--- src/rtl/pc_fetch_unit.sv ---
// pc_fetch_unit: RV32 fetch-PC generator with IMEM handshake, execute redirects and misaligned-target trap
module pc_fetch_unit #(
  parameter int XLEN = 32,
  parameter logic [XLEN-1:0] RESET_VECTOR = '0,
  parameter logic [XLEN-1:0] TRAP_VECTOR = XLEN'(32'h100),
  parameter int IALIGN = 4
) (
  input  logic            clk,
  input  logic            reset,
  input  logic            stall,
  input  logic            taken_br,
  input  logic            is_jal,
  input  logic            is_jalr,
  input  logic [XLEN-1:0] br_pc,
  input  logic [XLEN-1:0] imm,
  input  logic [XLEN-1:0] rs1_data,
  input  logic            imem_ready,
  output logic            imem_req,
  output logic [XLEN-1:0] PC_out,
  output logic [XLEN-1:0] pc_plus,
  output logic            misaligned,
  output logic [XLEN-1:0] mis_addr
);
  typedef enum logic [1:0] {BOOT, FETCH, TRAP} state_t;
  localparam logic [XLEN-1:0] STEP = XLEN'(IALIGN);
  state_t state, state_n;
  logic [XLEN-1:0] pc_n, mis_n, target;
  logic redirect, bad;
  assign target = taken_br || is_jal ? br_pc + imm : (rs1_data + imm) & {{(XLEN-1){1'b1}}, 1'b0};
  assign bad = |(target & (STEP - 1'b1));
  assign redirect = state == FETCH && (taken_br || is_jal || is_jalr);
  assign imem_req = state == FETCH && !stall;
  assign misaligned = state == TRAP;
  assign pc_plus = PC_out + STEP;
  always_comb begin
    state_n = redirect && bad ? TRAP : FETCH;
    pc_n = redirect ? (bad ? TRAP_VECTOR : target) : imem_req && imem_ready ? pc_plus : PC_out;
    mis_n = redirect && bad ? target : mis_addr;
  end
  always_ff @(posedge clk) begin
    if (reset) begin
      state <= BOOT;
      PC_out <= RESET_VECTOR;
      mis_addr <= '0;
    end else begin
      state <= state_n;
      PC_out <= pc_n;
      mis_addr <= mis_n;
    end
  end
endmodule

--- config.mk ---
export PLATFORM = sky130hd
export DESIGN_NAME = pc_fetch_unit
export DESIGN_NICKNAME = d
export VERILOG_FILES = /design/src/rtl/pc_fetch_unit.sv
export SDC_FILE = /design/constraint.sdc
export NUM_CORES = 1
export LEC_CHECK = 0
export ABC_CLOCK_PERIOD_IN_PS = 4200
export CAP_MARGIN = 0
export CELL_PAD_IN_SITES_DETAIL_PLACEMENT = 0
export CELL_PAD_IN_SITES_GLOBAL_PLACEMENT = 1
export CORE_MARGIN = 2
export CORE_UTILIZATION = 38
export CTS_CLUSTER_SIZE = 14
export DETAILED_ROUTE_END_ITERATION = 16
export GPL_ROUTABILITY_DRIVEN = 0
export GPL_TIMING_DRIVEN = 0
export PLACE_DENSITY = 0.89
export SLEW_MARGIN = 20
export SYNTH_ARGS = -nofsm -noshare
export SYNTH_HDL_FRONTEND = slang
export SYNTH_SLANG_ARGS = --single-unit
export TNS_END_PERCENT = 100
--- constraint.sdc ---
create_clock -name clk -period 4.2 [get_ports clk]
set_input_delay 0.84 -clock clk [delete_from_list [all_inputs] [get_ports clk]]
set_output_delay 0.84 -clock clk [all_outputs]
set_load 0.05 [all_outputs]
### Supply network

The bar under the picture is 50 um long. Pins as bars on the die edge. Tap cells in grey.
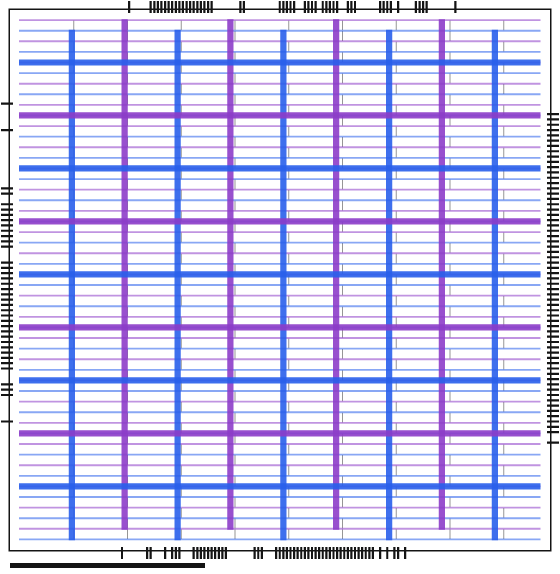
| colour | net |
|---|---|
| blue | VSS |
| purple | VDD |
rows: 49
met5 straps: 9
signal pins: 201
tap cells: 229
met4 straps: 9
die height: 139 um
area inside the core boundary: 0.0178 mm^2
die width: 139 um
Peak VDD IR: 0.200 mV

### Cell classes on the final placement

The bar under the picture is 50 um long.
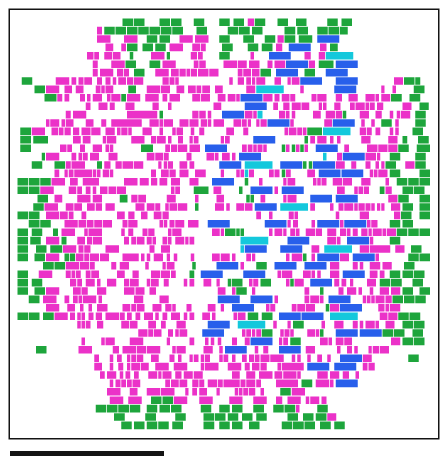
| colour | class | cells | share of their area |
|---|---|---|---|
| cyan | clock drivers and dummy loads | 13 | 2.6% |
| blue | flip-flops | 66 | 14% |
| green | other buffers and delay cells | 244 | 24% |
| magenta | all other logic | 806 | 58% |
finished layout cell area: 0.00944 mm^2
register share of the cell area: 0.140
utilization after layout: 0.529
count of standard-cell rows: 49

==> reports/results.txt <==
run status = finished, final reports clean
dominant class by area = combinational gates
placement-stage worst setup slack = -0.158 ns
Final #Nets = 1294
share of layout cells above drive strength 1 = 0.0620
tap cells = 229
Net Sw Frac = 0.435
fraction of synthesis flops using an asynchronous set or reset pin = 0
highest-power group = combinational logic
number of antenna violations at the first check in global routing = 0
number of unique standard cell types used by synthesis = 75
layout multi-input combinational cell count = 783
post-route DRC violation count = 0
wire length on met2 = 10800 um
pwr/cell area = 316 mW/mm^2
global routing usage summed across all routing layers = 0.236
Max-cap violations = 0
clock root buffer = clkbuf_16
PortBufs = 199
Flop+latch power = 0.000763 W
routed wl met3 = 1500 um
most utilized layer in the global route result = met2
post-synth top area share = 0.192
via count = 7463
maximum level of the CTS H-tree = 3
non-clock inverter count = 23
GRT met2 Usage = 0.390
Regs by FF count = PC_out x32, mis_addr x32, state x2
Clock Buffer Count = 12
simple-gate portion of the synthesized area = 0.224
Tcrit/Tclk final = 0.939
Critical Path AT = 3.10 ns
Period minus WS final = 3.94 ns
clock transition time at the flip-flop clock pins of the worst setup and hold paths = 0.05 ns
overall die area = 0.0192 mm^2
gate count after technology mapping = 916
number of instances resized during post-cts repair = 3
cell with the most instances after synthesis = nor2_1
critical path type = reg -> out
top logic cell by instance count in the layout = clkdlybuf4s50_1
number of storage elements in the synthesis netlist = 66
IO Count = 201
Comb area share = 0.557
antenna cells = 0
met1 track utilization from global routing = 0.327
CTS buffer count = 9
worst-margin pin slew = 0.897 ns
unrepaired setup endpoints after global routing = false
count of final max-slew check failures = 0
dominant register cell in the synthesized netlist = dfxtp_1
total placed instance area = 0.00916 mm^2
area overhead of the layout relative to synthesis = 37.1%
total length of routed wires = 23700 um
number of placed instances with taps included = 1344
Worst EP required = 3.36 ns
Critical Path Start Type = flip-flop
filler cell count in the final layout = 1729
total chip power = 0.00299 W
xor-xnor portion of the synthesized cell area = 0.120
synthesized cell area = 0.00688 mm^2
buffering overhead = 0.238
number of warnings issued by yosys = 0
class of the tightest hold or removal check = reg -> reg
wire length on met1 = 11000 um
proportion of power drawn by flip-flops and latches = 0.255
Synth mux share = 0.0131
Max Fclk = 254 MHz
Comb. pwr = 0.00158 W
cell types occupying the most area after synthesis = dfxtp_1, ha_1, xnor2_1
CP max FO = 7
area reported by Yosys stat = 0.00688 mm^2
syn nets = 1083
flop count = 66
floorplan-stage core utilization = 0.386
Synth Area in Compound Gates = 0.284
logic gate share of total power = 0.531
total half-perimeter wirelength after legalization and detailed placement = 19600 um
buffer levels on the longest clock path = 2
number of enable flip-flop cells = 0
number of nets with antenna violations after routing = 0
number of hold-repair buffers added at the cts stage = 0
vias in the first global route = 6977
worst hold slack = 0.466 ns
mean post-synth cell area = 7.52 um^2
Non-clock buffers = 244
Post CTS Setup Buffer Count = 0
Leakage Power = 3.81 nW
wire length per cell after detailed routing = 17.4 um
filler-free cell count of the finished design = 1358
number of DRC markers in iteration 0 = 488
worst-case headroom to the max-slew limit = 0.400
endpoint type of the worst setup path = primary output
iteration tally of the first detailed-router pass = 5
CTS tree = done
library cell occupying the most area in the post-synthesis netlist = dfxtp_1
OpenROAD warnings = 26
portion of the post-synthesis area used by sequential elements = 0.192
adder and majority gate portion of the synthesized area = 0.119
min setup slack post-route = 0.257 ns
pin count of the biggest net entering global routing = 11
most frequent cells in the layout = clkdlybuf4s50_1, nor2_1, nand2_1
Setup TNS = 0 ns
number of cells in Yosys stat = 916
design internal power = 0.00169 W
Finish-stage setup viols = 0
grt total ovfl = 0
total clock sinks = 66
slack of the worst reg-to-reg path = 1.27 ns
Highest Signal Layer = met4
biggest combinational cell group after synthesis = AND-OR/OR-AND gates
### Routed clock nets over the placement

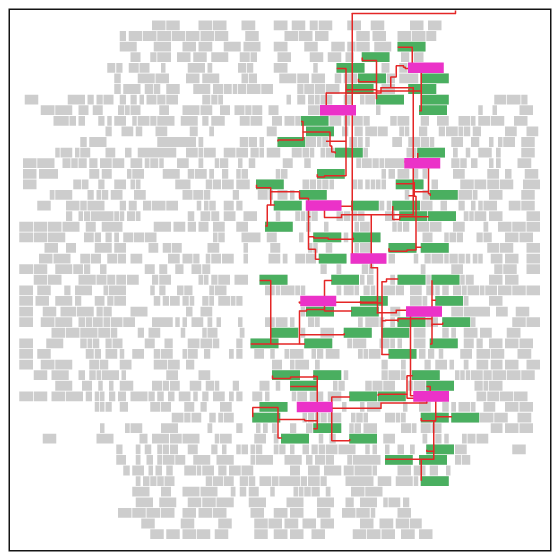
[green] flip-flops | count: 66
[magenta] cells driving clock nets | count: 9
[red] clock wires | length: 890 um
routed clock nets: 10
Fin Clk Skew: 0.00303 ns
Clk power: 0.000639 W
clock network power share: 0.214
Clock Latency Late Sink: 0.33 ns

### Routed metal, one colour a layer

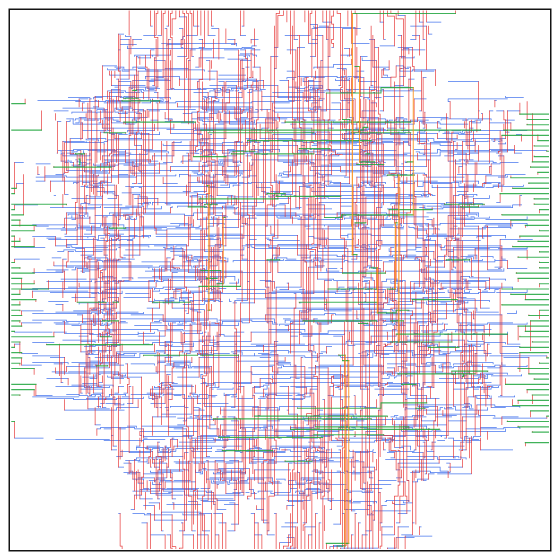
| colour | layer | wire length |
|---|---|---|
| green | met3 | 1500 um |
| blue | met1 | 11000 um |
| red | met2 | 10800 um |
| orange | met4 | 335 um |

critical path, cell delays in order, from the launching register on:
cell,delay [ns]
dfxtp_1,0.46
nand3_1,0.12
nor2_2,0.21
nand3_2,0.23
nor3b_4,0.32
nand3_2,0.17
nor2_1,0.14
xor2_1,0.25
clkdlybuf4s50_1,0.85
final timing paths:
path                        startpoint                         to  cells after the start
max             PC_out[2]$_SDFFE_PP0P_                pc_plus[27]                      8
min          mis_addr[14]$_SDFFE_PP0P_  mis_addr[14]$_SDFFE_PP0P_                      2
max reg2reg     PC_out[2]$_SDFFE_PP0P_    PC_out[31]$_SDFFE_PP0P_                     10
min reg2reg  mis_addr[14]$_SDFFE_PP0P_  mis_addr[14]$_SDFFE_PP0P_                      2
No activity file was given, so power comes from the tool's default toggle rates.
